===== src/rtl/lut_mask_loader.sv =====
// Serial loader that shifts N = 2**K configuration bits LSB first into a shadow register and commits them as a LUT mask.
// Optional macro LUT_MASK_LOADER_PARITY_EN adds a CHECK state that takes one even-parity bit before commit.
module lut_mask_loader #(
    parameter int K = 6
) (
    input  logic        clk,
    input  logic        reset,
    input  logic        cfg_start_i,
    input  logic        cfg_valid_i,
    input  logic        cfg_bit_i,
    output logic        cfg_ready_o,
    output logic [63:0] mask_o,
    output logic        mask_valid_o,
    output logic        busy_o,
    output logic        err_o
);

    localparam int N = 1 << K;
    localparam logic [5:0] LAST_IDX = 6'(N - 1);

`ifdef LUT_MASK_LOADER_PARITY_EN
    typedef enum logic [1:0] {IDLE, SHIFT, CHECK, COMMIT} state_t;
`else
    typedef enum logic [1:0] {IDLE, SHIFT, COMMIT} state_t;
`endif

    state_t      state;
    state_t      state_next;
    logic [5:0]  cnt;
    logic [63:0] shadow;
    logic        last_bit;
    logic        parity_bad;

    assign last_bit   = (cnt == LAST_IDX);
    // Shadow bits at and above N are never written, so the full-width XOR is the mask parity.
    assign parity_bad = (^shadow) ^ cfg_bit_i;
    assign busy_o     = (state != IDLE);

    always_comb begin
        state_next  = state;
        cfg_ready_o = 1'b0;
        case (state)
            IDLE: begin
                if (cfg_start_i) state_next = SHIFT;
            end
            SHIFT: begin
                cfg_ready_o = 1'b1;
                if (!cfg_start_i && cfg_valid_i && last_bit) begin
`ifdef LUT_MASK_LOADER_PARITY_EN
                    state_next = CHECK;
`else
                    state_next = COMMIT;
`endif
                end
            end
`ifdef LUT_MASK_LOADER_PARITY_EN
            CHECK: begin
                cfg_ready_o = 1'b1;
                if (cfg_valid_i) state_next = parity_bad ? IDLE : COMMIT;
            end
`endif
            COMMIT: begin
                state_next = IDLE;
            end
            default: begin
                state_next = IDLE;
            end
        endcase
    end

    always_ff @(posedge clk) begin
        if (reset) begin
            state        <= IDLE;
            cnt          <= 6'd0;
            shadow       <= 64'd0;
            mask_o       <= 64'd0;
            mask_valid_o <= 1'b0;
            err_o        <= 1'b0;
        end else begin
            state <= state_next;
            err_o <= 1'b0;
            case (state)
                IDLE: begin
                    if (cfg_start_i) begin
                        cnt    <= 6'd0;
                        shadow <= 64'd0;
                    end
                end
                SHIFT: begin
                    // A start during a load wins over any bit offered in the same cycle.
                    if (cfg_start_i) begin
                        cnt    <= 6'd0;
                        shadow <= 64'd0;
                        err_o  <= 1'b1;
                    end else if (cfg_valid_i) begin
                        shadow[cnt] <= cfg_bit_i;
                        if (!last_bit) cnt <= cnt + 6'd1;
                    end
                end
`ifdef LUT_MASK_LOADER_PARITY_EN
                CHECK: begin
                    if (cfg_valid_i && parity_bad) err_o <= 1'b1;
                end
`endif
                COMMIT: begin
                    mask_o       <= shadow;
                    mask_valid_o <= 1'b1;
                end
                default: begin
                end
            endcase
        end
    end

endmodule


===== config.mk =====
export PLATFORM = sky130hd
export DESIGN_NAME = lut_mask_loader
export DESIGN_NICKNAME = d
export VERILOG_FILES = /design/src/rtl/lut_mask_loader.sv
export SDC_FILE = /design/constraint.sdc
export NUM_CORES = 1
export LEC_CHECK = 0
export CELL_PAD_IN_SITES_DETAIL_PLACEMENT = 1
export CELL_PAD_IN_SITES_GLOBAL_PLACEMENT = 1
export CORE_UTILIZATION = 40
export CTS_BUF_LIST = sky130_fd_sc_hd__clkbuf_8 sky130_fd_sc_hd__clkbuf_16
export CTS_CLUSTER_SIZE = 25
export DETAILED_ROUTE_END_ITERATION = 10
export PLACE_DENSITY_LB_ADDON = 0.1
export SLEW_MARGIN = 40
export SYNTH_ARGS = -nofsm -noshare
export SYNTH_HDL_FRONTEND = slang
export SYNTH_SLANG_ARGS = --single-unit

===== constraint.sdc =====
create_clock -name clk -period 2.3 [get_ports clk]
set_clock_uncertainty 0.1 [all_clocks]
set_input_delay 0.345 -clock clk [delete_from_list [all_inputs] [get_ports clk]]
set_output_delay 0.345 -clock clk [all_outputs]
set_load 0.005 [all_outputs]

==> notes.md <==
Implementation results

The wire length of the first global-routing pass is approximately 26 mm. Summed over all combinational cells, the power is 0.147 mW. The number of cells traversed by the worst register-to-register path is 5. The area fraction of the largest cell type after synthesis is 0.509. The cell group occupying the most layout area is flip-flops and latches. The setup-violating endpoint count in the final report is 0.

The number of multi-input combinational cells in the layout is about 470. The clock-cell share of area is 0.0884. The largest incremental delay on the critical path is around 0.56 ns. Of the total power, registers draw 0.448. The combinational power share is 0.028. The number of antenna violations at the first check in global routing is 0.

TritonCTS built the clock tree. The tool flagged a number of max-cap violations equal to 0. Leaving out the clock tree, the finished layout contains an inverter count of 0. For reference, the post-synthesis area per instance comes to just over 8 um^2.

Per the detail_route report, routed wire per instance is approximately 18 um. Once the clock tree was built, the setup fixing pass inserted 0 buffers. The critical-path maximum fanout is 11. The overall routed net length is 16.2 mm. Headroom to the max-slew limit came out at 0.545. The portion of total power attributed to the clock network is 0.524. The tightest min-delay check is of the primary input to flip-flop type. The timing report gives the worst reg2reg path a setup slack of 0.20 ns.

STA lists the startpoint of the worst register-to-register path as cnt[0]. The worst setup path is of the flip-flop to output port kind. The yosys stat chip area is between 5000 and 6000 um^2.

The number of design-rule violations left by the first detailed-router iteration is ~280. The post-synthesis net count is 665. Together, buffers and inverters on the worst path number 1.

Setup repair after global routing left no endpoint under its margin. The number of clock sinks came to about 140. The switching portion of total power comes to 0.211. The count of antenna diodes in the layout is 0. In the final report, the number of hold violations comes to 0. The final layout reports a setup TNS of 0 ns. In the final layout, the share of cells above drive strength 1 is 0.111.

The kind of start point of the critical path is a flip-flop. The arrival time of data at the critical path endpoint is ~1.7 ns. The launch instance of the worst min-delay path is reset.

In this build the clock could be raised as far as between 400 and 500 MHz. The filler cell count in the final layout is 1613. By instance count after routing, the leading logic cell types are 138 x sky130_fd_sc_hd__dfxtp_1, 135 x sky130_fd_sc_hd__a21oi_1, 132 x sky130_fd_sc_hd__nand2_1. Ranked by total cell area, the synthesized netlist is headed by sky130_fd_sc_hd__dfxtp_1 51%, sky130_fd_sc_hd__a21oi_1 12%, sky130_fd_sc_hd__o21ai_1 9.3%. The clock group power is about 2.8 mW. The number of stages on the worst setup path is 2. The library cell contributing the largest single delay on the critical path is sky130_fd_sc_hd__dfxtp_1. The die is 118 um tall. The clock period minus final worst setup slack is approximately 2.2 ns.

The post-synthesis share of cell area spent on xor and xnor gates is 0. The total track usage is 0.240. The gate count after technology mapping is 659. Entering global routing, the biggest net connects ~66 pins. Max-slew check failures listed in the final report amount to 0. According to the I/O placement log, the pin count is about 73.

The kind of end point of the critical path is an output port. The multi-input combinational cells in the finished layout cover a total of roughly 2400 um^2. The final layout report lists a clock buffer count of 20. The OpenROAD warning count is 26. The congestion estimate from routability-driven global placement came to 0.799. The dominant cell by count in the synthesized netlist is sky130_fd_sc_hd__dfxtp_1. The flow ran to the end, and the final reports show no timing, DRC or antenna violations. The synthesized design contains approximately 140 register bits. The power in sequential cells is approximately 2.4 mW. Hold analysis lists the worst path endpoint as cnt[2].
==> through the flow <==
stage	std cells	hold WS [ns]	power, mW	setup slack, ns
after CTS	907	0.212	5.39	0.133
final	907	0.228	5.35	0.142
after global placement	875	0.345	2.59	0.0926
after global routing	907	0.240	5.51	0.0883
after detailed placement	875	0.348	2.59	0.0731
after floorplan	659	0.328	2.54	0.646
==> state kept, by name, summed over array words and instances (netlist names) <==
register	flops
cnt	6
err_o	1
mask_o	64
mask_valid_o	1
shadow	64
state	2
==> routing by layer <==
metal  global-route usage  vias to the layer above  part of all wire
met4                0.101                        0             0.021
met5                    0                        -                 0
met2                0.386                      109              0.47
met1                0.310                     2357              0.46
met3               0.0550                       22             0.049
li1                     -                     2403                 -
Figure 1. Cell outlines without signal wires.
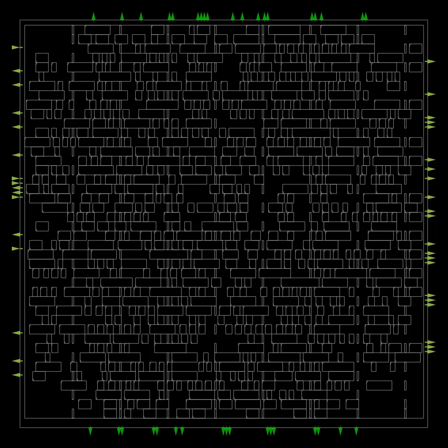
share of the core filled with cells: 0.523
count of sequential standard cells: 138
core region area: 13200 um^2

Figure 2. Placed cells, one colour a class.
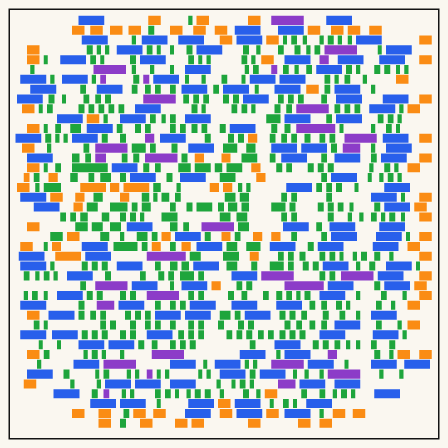
legend:
  registers:
    colour: blue
    cells: 138
    share_of_their_area: 41%
  remaining logic cells:
    colour: green
    cells: 465
    share_of_their_area: 36%
  clock drivers and dummy loads:
    colour: purple
    cells: 32
    share_of_their_area: 9.1%
  remaining buffers and delay cells:
    colour: orange
    cells: 96
    share_of_their_area: 14%

Power is estimated from default activity; no workload was simulated.
